==> src/rtl/bless_inject_eject_stage.sv <==
// BLESS inject/eject stage: registers four link flits, ejects one local flit, injects one FIFO flit, ages flits, computes PPVs.
// Optional EJECT_OLDEST_EN: eject the oldest local candidate instead of the lowest-index one.
`ifndef DATA_WIDTH
`define DATA_WIDTH 32
`endif
`ifndef VALID_POS
`define VALID_POS 31
`endif
`ifndef TIME_POS
`define TIME_POS 30:23
`endif
`ifndef TIME_WIDTH
`define TIME_WIDTH 8
`endif
`ifndef DST_X_POS
`define DST_X_POS 7:4
`endif
`ifndef DST_Y_POS
`define DST_Y_POS 3:0
`endif
`ifndef COORD_WIDTH
`define COORD_WIDTH 4
`endif
`ifndef NUM_PORT
`define NUM_PORT 5
`endif

module bless_inject_eject_stage #(
   parameter logic [`COORD_WIDTH-1:0] X_COORD   = '0,
   parameter logic [`COORD_WIDTH-1:0] Y_COORD   = '0,
   parameter int unsigned             INJ_DEPTH = 4
) (
   input  logic                   clk,
   input  logic                   reset_n,
   input  logic [`DATA_WIDTH-1:0] in0,
   input  logic [`DATA_WIDTH-1:0] in1,
   input  logic [`DATA_WIDTH-1:0] in2,
   input  logic [`DATA_WIDTH-1:0] in3,
   input  logic [`DATA_WIDTH-1:0] inj_data,
   input  logic                   inj_valid,
   output logic                   inj_ready,
   output logic [`DATA_WIDTH-1:0] eject_data,
   output logic                   eject_valid,
   output logic [`DATA_WIDTH-1:0] data0,
   output logic [`DATA_WIDTH-1:0] data1,
   output logic [`DATA_WIDTH-1:0] data2,
   output logic [`DATA_WIDTH-1:0] data3,
   output logic [`NUM_PORT-1:0]   ppv0,
   output logic [`NUM_PORT-1:0]   ppv1,
   output logic [`NUM_PORT-1:0]   ppv2,
   output logic [`NUM_PORT-1:0]   ppv3
);

   localparam int unsigned PW = $clog2(INJ_DEPTH);

   typedef logic [`DATA_WIDTH-1:0] flit_t;
   typedef logic [`NUM_PORT-1:0]   ppv_t;

   function automatic ppv_t f_ppv(input flit_t f);
      ppv_t p;
      p = '0;
      if (f[`VALID_POS]) begin
         p[0] = f[`DST_Y_POS] > Y_COORD;
         p[2] = f[`DST_Y_POS] < Y_COORD;
         p[1] = f[`DST_X_POS] > X_COORD;
         p[3] = f[`DST_X_POS] < X_COORD;
         p[4] = (f[`DST_X_POS] == X_COORD) && (f[`DST_Y_POS] == Y_COORD);
      end
      return p;
   endfunction

   flit_t             w_in [4];
   logic  [3:0]       w_cand;
   logic  [3:0]       w_free;
   logic  [1:0]       w_win;
   logic              w_win_vld;
   logic  [1:0]       w_inj_slot;
   logic              w_pop;
   logic              w_push;
   logic              w_full;
   flit_t             w_head;
   flit_t             w_next [4];

   flit_t             r_data [4];
   ppv_t              r_ppv  [4];
   flit_t             r_ej_data;
   logic              r_ej_vld;
   flit_t             r_mem  [INJ_DEPTH];
   logic  [PW-1:0]    r_wr_ptr;
   logic  [PW-1:0]    r_rd_ptr;
   logic  [PW:0]      r_count;

   assign w_in[0] = in0;
   assign w_in[1] = in1;
   assign w_in[2] = in2;
   assign w_in[3] = in3;

   assign w_full = (r_count == (PW+1)'(INJ_DEPTH));
   assign w_head = r_mem[r_rd_ptr];
   assign w_push = inj_valid && !w_full;

   always_comb begin
      w_cand    = '0;
      w_win     = '0;
      w_win_vld = 1'b0;
      for (int i = 0; i < 4; i++) begin
         w_cand[i] = w_in[i][`VALID_POS] && (w_in[i][`DST_X_POS] == X_COORD)
                     && (w_in[i][`DST_Y_POS] == Y_COORD);
      end
      for (int i = 0; i < 4; i++) begin
`ifdef EJECT_OLDEST_EN
         // strict compare keeps the lowest index on equal ages
         if (w_cand[i] && (!w_win_vld || (w_in[i][`TIME_POS] > w_in[w_win][`TIME_POS]))) begin
`else
         if (w_cand[i] && !w_win_vld) begin
`endif
            w_win     = 2'(i);
            w_win_vld = 1'b1;
         end
      end
   end

   always_comb begin
      w_free     = '0;
      w_inj_slot = '0;
      for (int i = 0; i < 4; i++) begin
         w_free[i] = !w_in[i][`VALID_POS] || (w_win_vld && (w_win == 2'(i)));
      end
      for (int i = 3; i >= 0; i--) begin
         if (w_free[i]) w_inj_slot = 2'(i);
      end
      w_pop = (r_count != '0) && (|w_free);
   end

   always_comb begin
      for (int i = 0; i < 4; i++) begin
         w_next[i] = w_in[i];
         if (w_pop && (w_inj_slot == 2'(i))) begin
            w_next[i]             = w_head;
            w_next[i][`TIME_POS]  = '0;
            w_next[i][`VALID_POS] = 1'b1;
         end else if (w_free[i]) begin
            w_next[i] = '0;
         end else if (!(&w_in[i][`TIME_POS])) begin
            w_next[i][`TIME_POS] = w_in[i][`TIME_POS] + `TIME_WIDTH'(1);
         end
      end
   end

   always_ff @(posedge clk or negedge reset_n) begin
      if (!reset_n) begin
         for (int i = 0; i < 4; i++) begin
            r_data[i] <= '0;
            r_ppv[i]  <= '0;
         end
         r_ej_data <= '0;
         r_ej_vld  <= 1'b0;
      end else begin
         for (int i = 0; i < 4; i++) begin
            r_data[i] <= w_next[i];
            r_ppv[i]  <= f_ppv(w_next[i]);
         end
         r_ej_data <= w_win_vld ? w_in[w_win] : '0;
         r_ej_vld  <= w_win_vld;
      end
   end

   always_ff @(posedge clk or negedge reset_n) begin
      if (!reset_n) begin
         for (int i = 0; i < INJ_DEPTH; i++) r_mem[i] <= '0;
         r_wr_ptr <= '0;
         r_rd_ptr <= '0;
         r_count  <= '0;
      end else begin
         if (w_push) begin
            r_mem[r_wr_ptr] <= inj_data;
            r_wr_ptr        <= r_wr_ptr + 1'b1;
         end
         if (w_pop) r_rd_ptr <= r_rd_ptr + 1'b1;
         case ({w_push, w_pop})
            2'b10:   r_count <= r_count + 1'b1;
            2'b01:   r_count <= r_count - 1'b1;
            default: r_count <= r_count;
         endcase
      end
   end

   assign inj_ready   = !w_full;
   assign eject_data  = r_ej_data;
   assign eject_valid = r_ej_vld;
   assign data0       = r_data[0];
   assign data1       = r_data[1];
   assign data2       = r_data[2];
   assign data3       = r_data[3];
   assign ppv0        = r_ppv[0];
   assign ppv1        = r_ppv[1];
   assign ppv2        = r_ppv[2];
   assign ppv3        = r_ppv[3];

endmodule

==> config.mk <==
export PLATFORM = sky130hd
export DESIGN_NAME = bless_inject_eject_stage
export DESIGN_NICKNAME = d
export VERILOG_FILES = /design/src/rtl/bless_inject_eject_stage.sv
export SDC_FILE = /design/constraint.sdc
export NUM_CORES = 1
export LEC_CHECK = 0
export CAP_MARGIN = 20
export CORE_MARGIN = 2
export CORE_UTILIZATION = 25
export CTS_BUF_LIST = sky130_fd_sc_hd__clkbuf_8
export CTS_CLUSTER_DIAMETER = 60
export DETAILED_ROUTE_END_ITERATION = 12
export MAX_ROUTING_LAYER = met4
export PLACE_DENSITY = 0.53
export SETUP_SLACK_MARGIN = 0.3
export SKIP_CTS_REPAIR_TIMING = 1
export SYNTH_ARGS = -nofsm -noshare
export SYNTH_HDL_FRONTEND = slang
export SYNTH_SLANG_ARGS = --single-unit
==> constraint.sdc <==
create_clock -name clk -period 6.1 [get_ports clk]
set_clock_uncertainty 0.05 [all_clocks]
set_input_delay 0.61 -clock clk [delete_from_list [all_inputs] [get_ports clk]]
set_output_delay 0.61 -clock clk [all_outputs]
set_load 0.005 [all_outputs]
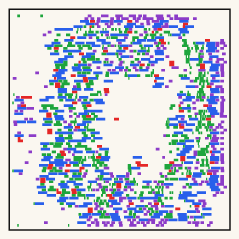
**Above:** placed cells, one colour a class.
Scale: 1 px per micron.
- purple: other buffers and delay cells (cells 350; share of their area 22%)
- red: clock drivers and dummy loads (cells 90; share of their area 7.2%)
- green: all other logic (cells 616; share of their area 29%)
- blue: flip-flops (cells 272; share of their area 42%)

==> summary.txt <==
Implementation numbers.

- In the final report, the number of hold violations comes to 0.
- The portion of synthesized cell area occupied by the leading cell type is about three fifths.
- The total count of max-transition violations in the final report reads 0.
- Per the gpl log, the routability congestion estimate is around 0.87.
- The routed length on met1 is around 18 mm.
- The die extent in x reads around 220 microns.
- The total number of yosys warnings is 0.
- By area, the combinational part of the netlist is dominated by multiplexers.
- For reference, simple AND, OR, NAND and NOR cells occupy around 11% of the area reported after synthesis.
- The largest cell class by area reads registers.
- In this run the remaining antenna-violating nets after routing total 0.
- Static timing analysis puts the maximum clock frequency at between 200 and 300 MHz.
- The parity-gate share of the synthesized area counting xor and xnor cells is under 10%.
- The top contributor to total power reads sequential cells.
- The data-path buffer share of cell area in the final layout is 20.7%.
- Power comes to around 7 mW.
- The main area contributors are dfrtp_1, mux2_2, mux4_2.
- The leakage power summed over all cells is slightly above 7 nW.
- The register-to-register setup slack reads between 3 and 4 ns.
- The average instance area after synthesis reads between 10 and 15 sq um.
- The post-layout net count is roughly 1500.
- The number of clock buffer instances in the layout is 75.
- Dividing the detail-routed via count by the number of cells gives approximately 4.8.
- The source of the critical timing path reads in2[5].
- The largest driver fanout on the critical path reads 10.
- The tally of unique sky130hd cells used after synthesis is approximately 56.
- The met2 usage reads 28.5%.
- The routed layout has 9247 vias.
- The register with the most flip-flops in the layout has a little over 90 of them.
- In the synthesis report, Yosys lists the chip area as between 10000 and 15000 sq um.
- The commonest cells after synthesis are dfrtp_1, nand2_1, mux2_2.
- The most critical hold endpoint after final layout shows a slack of about 0.44 ns.
- Walking the worst path, the cells encountered are clkdlybuf4s50_1 > nor4_1 > nand3_1 > a211oi_1 > o31a_1 > ha_1 > inv_1 > fa_1 > xor2_1 > nor2_1 > xor2_1.
- The first detailed-routing pass ran for 5 iterations.
- The number of synthesized register bits is around 270.
- The largest delay contributor family on the critical path is simple AND/OR/NAND/NOR gates.
- The via count of the first global-routing pass is 9274.
- Combinational power for this build is 2.27 mW.
- The delay of the slowest cell on the worst path is a little over 0.7 ns.
- The synthesized netlist cell count reads around 940.
- Signal routing reaches up to met4.
- The total overflow reported by the global router is 0.
- The effective utilization at floorplan is ~25%.
- The routed layout reports a DRC error count of 0.
- The final standard cell utilization of the core is a little under two fifths.
- The beginning of the worst register-to-register path reads r_rd_ptr[0]$_DFFE_PN0P_.
- Port buffering added between 300 and 400 buffers.
- The number of logic inverters in the finished layout reads 12.
- The stage-log warning count reads 41.
- CTS built an H-tree with a depth of 2.
- The layer carrying the most global-route usage reads met2.
- Setup repair after global routing left no endpoint under its margin.
- The wire length on met3 reads 3.36 mm.
- The portion of total power attributed to combinational logic is about 33%.
- The wire length of the first global-routing pass reads roughly 62 mm.
- The destination of the critical timing path reads r_count[2]$_DFFE_PN0P_.
- The setup slack after layout reads roughly 2.3 ns.
- The power dissipated by switching net loads is 2.19 mW.
- The clock transition at the registers of the reported paths is 0.06 ns.
- The class of the tightest hold or removal check is primary input to async pin.
- In the layout the commonest cells are clkdlybuf4s50_1, dfrtp_1, nand2_1, mux2_2, clkbuf_8.
- The clock share of power reads between 20% and 30%.
- The power report lists cell-internal power as 4.65 mW.
- The placed instance area reads around 16000 sq um.
- The cell count after placement is 1837.
- The aoi/oai-family share of the synthesized area is between 10% and 20%.
- The sink count of the clock tree is approximately 270.
- The area overhead of the layout relative to synthesis reads 45.1%.
- Summing all flip-flop and latch instances after layout gives roughly 6800 sq um.
- Per the TritonCTS log, the buffer count is around 53.
- The maximum buffer depth of the clock tree is 3.
- The final design area excluding fillers is around 17000 sq um.
- According to the timing report, the data required time at the worst endpoint equals between 6 and 7 ns.
- The worst register-to-register path depth is 5.
- The number of buffer and inverter stages on the critical path is 2.
- The total number of tap cells reads ~600.
- In the finished design, the share of the clock period the worst path needs comes to 62.4%.
- The met3 capacity usage during global routing reads under 10%.
- The total core area reads 45600 sq um.
- The fraction of layout cells with a size suffix above 1 is around 18%.
- The number of max-cap violations is 0.
- The switching portion of total power reads between 30% and 40%.
- The mux share of post-synthesis cell area reads 13.9%.
- Once iteration 0 of detailed routing completed, the report listed just under 800 DRC markers.
- The register with the most flip-flops is r_mem.
- The post-route non-filler standard cell count is around 1900.
- The placed wire-length estimate is approximately 31 mm.
- The vertical extent of the die reads between 200 and 250 microns.
- The worst setup timing slack at the placement stage reads 1.69 ns.
- The initial antenna violation count came to 11.
- The power dissipated in sequential cells reads between 2 and 3 mW.
- The total die size reads approximately 48000 sq um.
- The cell area that synthesis handed to floorplanning was roughly 12000 sq um.
- The clock buffer and inverter area fraction after layout is 6.88%.
- The slowest stage cell on the critical path is nor4_1.
- The run finished with clean final reports.
- Measured against its own limit, the worst slew margin works out to ~28%.
- The summed negative setup slack over all endpoints is 0 ns.
- The power in the clock group is 1.98 mW.
- All stages included, the depth of the critical timing path comes to 11.
- The number of rows in the core area is 78.
- Setup violations remaining at the end of the flow were counted as 0.
- The most common cell in the synthesized netlist is dfrtp_1.
- STA classifies the critical path startpoint as a primary input.
- Global routing used a little under a quarter of the available met1 tracks.
- The non-clock buffer count in the final layout reads 350.
- The cell type with the highest aggregate area in the netlist is dfrtp_1.
- After synthesis, flip-flops and latches occupy 58.7% of the total area.
- The largest net degree at the start of global routing reads between 150 and 200.
- The filler cell count in the final layout is around 4500.
- For reference, the most critical setup path is categorized as primary input to flip-flop.
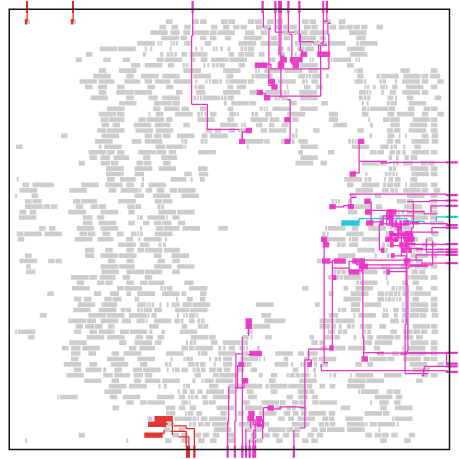
**Above:** nets reached from selected ports.
Scale: 2 px per micron.
- cyan: eject_valid (bits 1; direction output; edge east; end cells 1; wire 47.1 microns)
- magenta: in3 (bits 32; direction input; edge 15 east, 9 north, 8 south; end cells 74; wire 2040 microns)
- red: ppv0 (bits 5; direction output; edge 3 south, 2 north; end cells 5; wire 70.3 microns)

Power and IR drop assume default switching activity.
